File: config.mk
export PLATFORM = sky130hd
export DESIGN_NAME = keypad_emulator_flat
export DESIGN_NICKNAME = d
export VERILOG_FILES = /design/src/rtl/keypad_emulator_if.sv /design/src/rtl/keypad_emulator.sv /design/src/flat_wrapper.sv
export SDC_FILE = /design/constraint.sdc
export NUM_CORES = 1
export LEC_CHECK = 0
export CAP_MARGIN = 20
export CORE_MARGIN = 2
export CORE_UTILIZATION = 35
export CTS_CLUSTER_DIAMETER = 150
export DETAILED_ROUTE_END_ITERATION = 7
export GPL_ROUTABILITY_DRIVEN = 0
export PLACE_DENSITY_LB_ADDON = 0.1
export REMOVE_ABC_BUFFERS = 1
export SYNTH_ARGS = -nofsm -noshare
export SYNTH_HDL_FRONTEND = slang
export SYNTH_SLANG_ARGS = --single-unit
File: constraint.sdc
create_clock -name clk -period 5.4 [get_ports clk]
set_clock_uncertainty 0.1 [all_clocks]
set_input_delay 0.81 -clock clk [delete_from_list [all_inputs] [get_ports clk]]
set_output_delay 0.81 -clock clk [all_outputs]
set_load 0.02 [all_outputs]
File: src/rtl/keypad_emulator_if.sv
// Handshake and scan lines between a keypad scanner/command source (master) and the keypad emulator (slave).
interface keypad_emulator_if;
   logic [3:0] key_row;
   logic [2:0] key_col;
   logic       cmd_valid;
   logic [3:0] cmd_key;
   logic       cmd_ready;
   logic       busy;
   logic       done;
   logic       err;

   modport master (
      output key_row, cmd_valid, cmd_key,
      input  key_col, cmd_ready, busy, done, err
   );

   modport slave (
      input  key_row, cmd_valid, cmd_key,
      output key_col, cmd_ready, busy, done, err
   );
endinterface

File: src/rtl/keypad_emulator.sv
// 4x3 keypad emulator: holds a key for HOLD_SCANS target-row strobes, releases for GAP_SCANS; key_col is combinational.
// done/err pulse one cycle after the deciding edge; cmd_ready backpressures (4-deep queue with KEYPAD_EMU_QUEUE_EN).
module keypad_emulator #(
   parameter int HOLD_SCANS = 4,
   parameter int GAP_SCANS  = 2
) (
   input logic              clk,
   input logic              rst,
   keypad_emulator_if.slave kp
);
   typedef enum logic [1:0] {IDLE = 2'd0, PRESS = 2'd1, GAP = 2'd2} state_t;

   localparam logic [7:0] HOLD_LAST = 8'(HOLD_SCANS - 1);
   localparam logic [7:0] GAP_LAST  = 8'(GAP_SCANS - 1);

   state_t     state;
   state_t     state_nxt;
   logic [7:0] hit_cnt;
   logic [3:0] tgt_row;
   logic [2:0] tgt_col;
   logic       done_q;
   logic       err_q;
   logic       hit;
   logic       accept;
   logic       cmd_ok;
   logic       gap_end;
   logic       slot_free;
   logic       start_vld;
   logic       take;
   logic       ready_raw;
   logic [3:0] start_key;
   logic [6:0] start_map;

   // {row one-hot, col one-hot}; invalid codes map to all zeros
   function automatic logic [6:0] key_map(input logic [3:0] k);
      case (k)
         4'd1:    key_map = {4'b1000, 3'b100};
         4'd2:    key_map = {4'b1000, 3'b010};
         4'd3:    key_map = {4'b1000, 3'b001};
         4'd4:    key_map = {4'b0100, 3'b100};
         4'd5:    key_map = {4'b0100, 3'b010};
         4'd6:    key_map = {4'b0100, 3'b001};
         4'd7:    key_map = {4'b0010, 3'b100};
         4'd8:    key_map = {4'b0010, 3'b010};
         4'd9:    key_map = {4'b0010, 3'b001};
         4'd10:   key_map = {4'b0001, 3'b100};
         4'd0:    key_map = {4'b0001, 3'b010};
         4'd11:   key_map = {4'b0001, 3'b001};
         default: key_map = 7'b0;
      endcase
   endfunction

   assign hit       = (kp.key_row == tgt_row);
   assign cmd_ok    = (kp.cmd_key < 4'd12);
   assign accept    = kp.cmd_valid && kp.cmd_ready;
   assign gap_end   = (state == GAP) && hit && (hit_cnt == GAP_LAST);
   assign slot_free = (state == IDLE) || gap_end;
   assign take      = slot_free && start_vld;
   assign start_map = key_map(start_key);

`ifdef KEYPAD_EMU_QUEUE_EN
   logic [3:0] fifo_mem [4];
   logic [1:0] rd_ptr;
   logic [1:0] wr_ptr;
   logic [2:0] fifo_cnt;
   logic       fifo_empty;
   logic       push;
   logic       pop;

   // An empty queue lets an incoming command bypass straight into PRESS
   assign fifo_empty = (fifo_cnt == 3'd0);
   assign start_vld  = !fifo_empty || (accept && cmd_ok);
   assign start_key  = fifo_empty ? kp.cmd_key : fifo_mem[rd_ptr];
   assign pop        = take && !fifo_empty;
   assign push       = accept && cmd_ok && !(take && fifo_empty);
   assign ready_raw  = (fifo_cnt != 3'd4);

   always_ff @(posedge clk) begin
      if (push) fifo_mem[wr_ptr] <= kp.cmd_key;
   end

   always_ff @(posedge clk) begin
      if (rst) begin
         rd_ptr   <= 2'd0;
         wr_ptr   <= 2'd0;
         fifo_cnt <= 3'd0;
      end else begin
         if (push) wr_ptr <= wr_ptr + 2'd1;
         if (pop)  rd_ptr <= rd_ptr + 2'd1;
         if (push && !pop)      fifo_cnt <= fifo_cnt + 3'd1;
         else if (pop && !push) fifo_cnt <= fifo_cnt - 3'd1;
      end
   end
`else
   assign start_vld = accept && cmd_ok;
   assign start_key = kp.cmd_key;
   assign ready_raw = (state == IDLE);
`endif

   always_ff @(posedge clk) begin
      if (rst) state <= IDLE;
      else     state <= state_nxt;
   end

   always_comb begin
      state_nxt = state;
      case (state)
         IDLE:    if (take) state_nxt = PRESS;
         PRESS:   if (hit && (hit_cnt == HOLD_LAST)) state_nxt = GAP;
         GAP:     if (gap_end) state_nxt = take ? PRESS : IDLE;
         default: state_nxt = IDLE;
      endcase
   end

   always_ff @(posedge clk) begin
      if (rst) begin
         hit_cnt <= 8'd0;
         tgt_row <= 4'd0;
         tgt_col <= 3'd0;
         done_q  <= 1'b0;
         err_q   <= 1'b0;
      end else begin
         if (state_nxt != state)
            hit_cnt <= 8'd0;
         else if (hit && (state != IDLE))
            hit_cnt <= hit_cnt + 8'd1;
         if (take) {tgt_row, tgt_col} <= start_map;
         done_q <= gap_end;
         err_q  <= accept && !cmd_ok;
      end
   end

   always_comb begin
      kp.key_col = 3'b000;
      if ((state == PRESS) && hit) kp.key_col = tgt_col;
      kp.busy      = (state != IDLE);
      kp.cmd_ready = ready_raw && !rst;
      kp.done      = done_q;
      kp.err       = err_q;
   end
endmodule

File: src/flat_wrapper.sv
// flat-port wrapper written by rule: the top's interface ports become plain ports
module keypad_emulator_flat 
#(
   parameter int HOLD_SCANS = 4,
   parameter int GAP_SCANS  = 2
)
  (clk, rst, kp_key_row, kp_cmd_valid, kp_cmd_key, kp_key_col, kp_cmd_ready, kp_busy, kp_done, kp_err);
  keypad_emulator_if kp_i ();
  input logic clk;
  input logic rst;
  input wire logic [$bits(kp_i.key_row)-1:0] kp_key_row;
  input wire logic [$bits(kp_i.cmd_valid)-1:0] kp_cmd_valid;
  input wire logic [$bits(kp_i.cmd_key)-1:0] kp_cmd_key;
  output wire logic [$bits(kp_i.key_col)-1:0] kp_key_col;
  output wire logic [$bits(kp_i.cmd_ready)-1:0] kp_cmd_ready;
  output wire logic [$bits(kp_i.busy)-1:0] kp_busy;
  output wire logic [$bits(kp_i.done)-1:0] kp_done;
  output wire logic [$bits(kp_i.err)-1:0] kp_err;
  assign kp_i.key_row = kp_key_row;
  assign kp_i.cmd_valid = kp_cmd_valid;
  assign kp_i.cmd_key = kp_cmd_key;
  assign kp_key_col = kp_i.key_col;
  assign kp_cmd_ready = kp_i.cmd_ready;
  assign kp_busy = kp_i.busy;
  assign kp_done = kp_i.done;
  assign kp_err = kp_i.err;
  keypad_emulator #(.HOLD_SCANS(HOLD_SCANS), .GAP_SCANS(GAP_SCANS)) u_core (.clk(clk), .rst(rst), .kp(kp_i));
endmodule
==> deck_impl_summary.md <==
Run Summary

Run status
  – Status: finished clean

Synthesis
  – Mapped Area: ~1100 um2
  – Flip-flop and latch count after synthesis: 19
  – Synth top area share: 0.343
  – Top FF cell, synth: dfxtp_1
  – Top cells, area: dfxtp_1 34%, ha_1 6.8%, a21oi_1 5.9%
  – Basic Gates by Area: 0.283
  – EDFF count, synth: 0
  – Seq share, synth: 0.343
  – Yosys synthesis warning count: 0
  – Area leader, netlist: dfxtp_1
  – Mapped Cells: ~130
  – Yosys stat chip area: 1110 um2
  – Count of different cell masters after synthesis: ~40
  – Ys async rst share: 0

Floorplan
  – Die H: 60.3 um
  – Horiz. Die Dim: just over 60 um
  – Chip Area: approximately 3600 um2
  – Rows: 20
  – Initial core utilization: 0.367
  – Tap cells: about 44
  – IO Count: 18

Power
  – Tot Pwr: about 0.27 mW
  – NetSw: about 0.075 mW
  – Reg power frac: 0.545
  – Power Dens Cells: around 200 nW/um2
  – LEAKAGE: about 0.47 nW

Global routing
  – Initial antenna violation count: 0
  – Total grt overflow: 0
  – First-pass GRT wire length: 4.02 mm
  – Vias in the first global route: 901
  – Largest net degree at the start of global routing: 22
  – Grt met2 use: 0.236

Final layout
  – Top cell excl fill/tap: dfxtp_1
  – Largest registers: u_core.hit_cnt x8, u_core.tgt_row x4, u_core.tgt_col x3
  – Fin nets: 165
  – Area grow syn2layout: 20.6%
  – Share of layout cells above drive strength 1: 0.0816
  – Layout Cells excl Fill: around 190
  – Multi-input gates: ~100
  – Max FFs per register: 8
  – Fraction of area in multi-input gates: 0.508
  – Gate Area: 681 um2
  – NonClk Buf Share: 0.133
  – Final instance area: approximately 1300 um2
  – Sequential Area: ~380 um2

Critical path
  – Crit path DRT: about 4.5 ns
  – Most numerous cell on the critical path: clkdlybuf4s50_1
  – Worst path depth: 7
  – Worst Path Arrival: 2.88 ns
  – Worst Path Max Fanout: 21
  – Sum of buffers and inverters on the critical path: 3
  – Setup CP Type: in2out
  – Crit path cell chain: clkdlybuf4s50_1 > xnor2_1 > nand4_1 > buf_4 > nor3b_1 > and2_1 > clkdlybuf4s50_1
  – Critical Path Slowest Stage Cell: clkdlybuf4s50_1
  – Worst setup path endpoint: kp_key_col[2]
  – CP Launch Type: primary input
  – Critical Path Sink Type: output pin
  – R2r endpoint: u_core.hit_cnt[7]

Clocking
  – Post_cts resized: 0
  – Root Driver: clkbuf_4
  – Hold buffers post-CTS: 0
  – CTS tree: yes
  – Post-CTS Setup Inserts: 0
  – Worst-path clk slew: 0.11 ns
  – CTS H-Tree Depth: 1
  – Clock Path Buffers: 2
  – CTS Buf Count: 3

Route
  – DRC viols: 0
  – Top sig layer: met4
  – Met2 wire length: ~1.1 mm
  – Antenna Violating Nets Remaining: 0
  – Drt pass-1 iters: 4

Worst hold path
  – Hold Path Origin: u_core.tgt_col[0]
  – Hold endpoint: u_core.tgt_col[0]
  – Worst Hold Depth: 2
  – Hold Path Class: reg2reg

Place
  – Placed cell count: between 150 and 200

STA
  – Relative max-transition margin: 0.574
  – Worst Hold Slack: 0.359 ns
  – Crit path time final: ~3.8 ns
  – Slew Viols, Final: 0
  – Unrepaired setup endpoints after global routing: no
  – Final setup margin: between 1.5 and 2 ns
  – Final TNS setup: 0 ns
  – Worst slew pin tran: 0.638 ns
  – Final setup violation count: 0

Flow run
  – Maxcap violations: 0
  – Tool warnings: 29
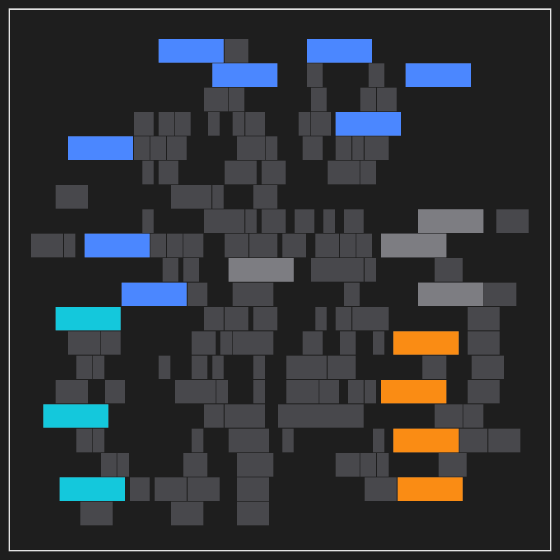
Figure 1: sequential cells coloured by netlist name.
Other sequential cells in the stronger grey, the rest of the logic in the fainter grey.
legend:
  orange:
    signal: u_core.tgt_row
    flops: 4
    where: bottom right
  cyan:
    signal: u_core.tgt_col
    flops: 3
  blue:
    signal: u_core.hit_cnt
    flops: 8
sequential power: 0.146 mW
fraction of area in registers: 0.284

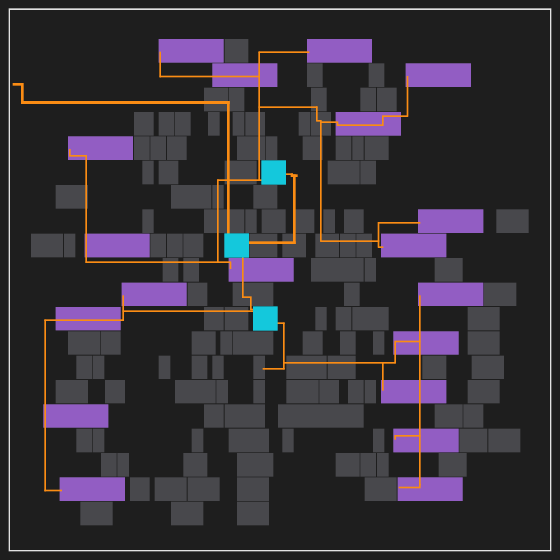
Figure 2: routed clock nets over the placement.
legend:
  cyan:
    item: clock-net drivers
    count: 3
  orange:
    item: clock wires
    length: 305 um
  purple:
    item: flip-flops
    count: 19
flops lie: spread over the die
routed clock nets: 4
Clk network pwr share: 0.288
clk ins delay skew pair: 0.31 ns
Clock net power: 0.0773 mW

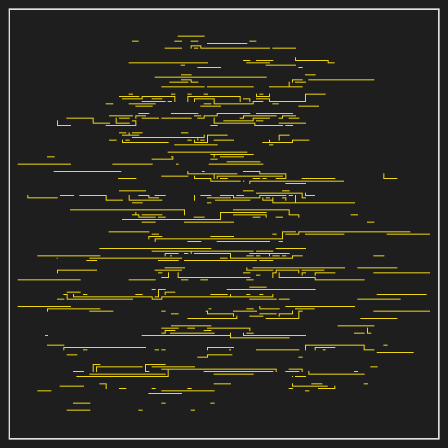
Figure 3: metal 1.
nets with wire on the layer: 152
wire length on this layer: 1,280 um
share of all routed wire: 52%
GR Util met1: 0.203
drt total wl: 2.44 mm
routed vias: 975

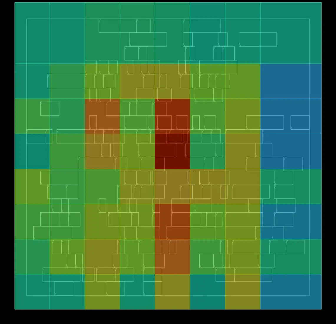
Figure 4: routing congestion.
DR WL/cell: 12.8 um
overall routing resource usage: 0.149

Power figures rest on the tool's default switching activity, not on a simulated workload.
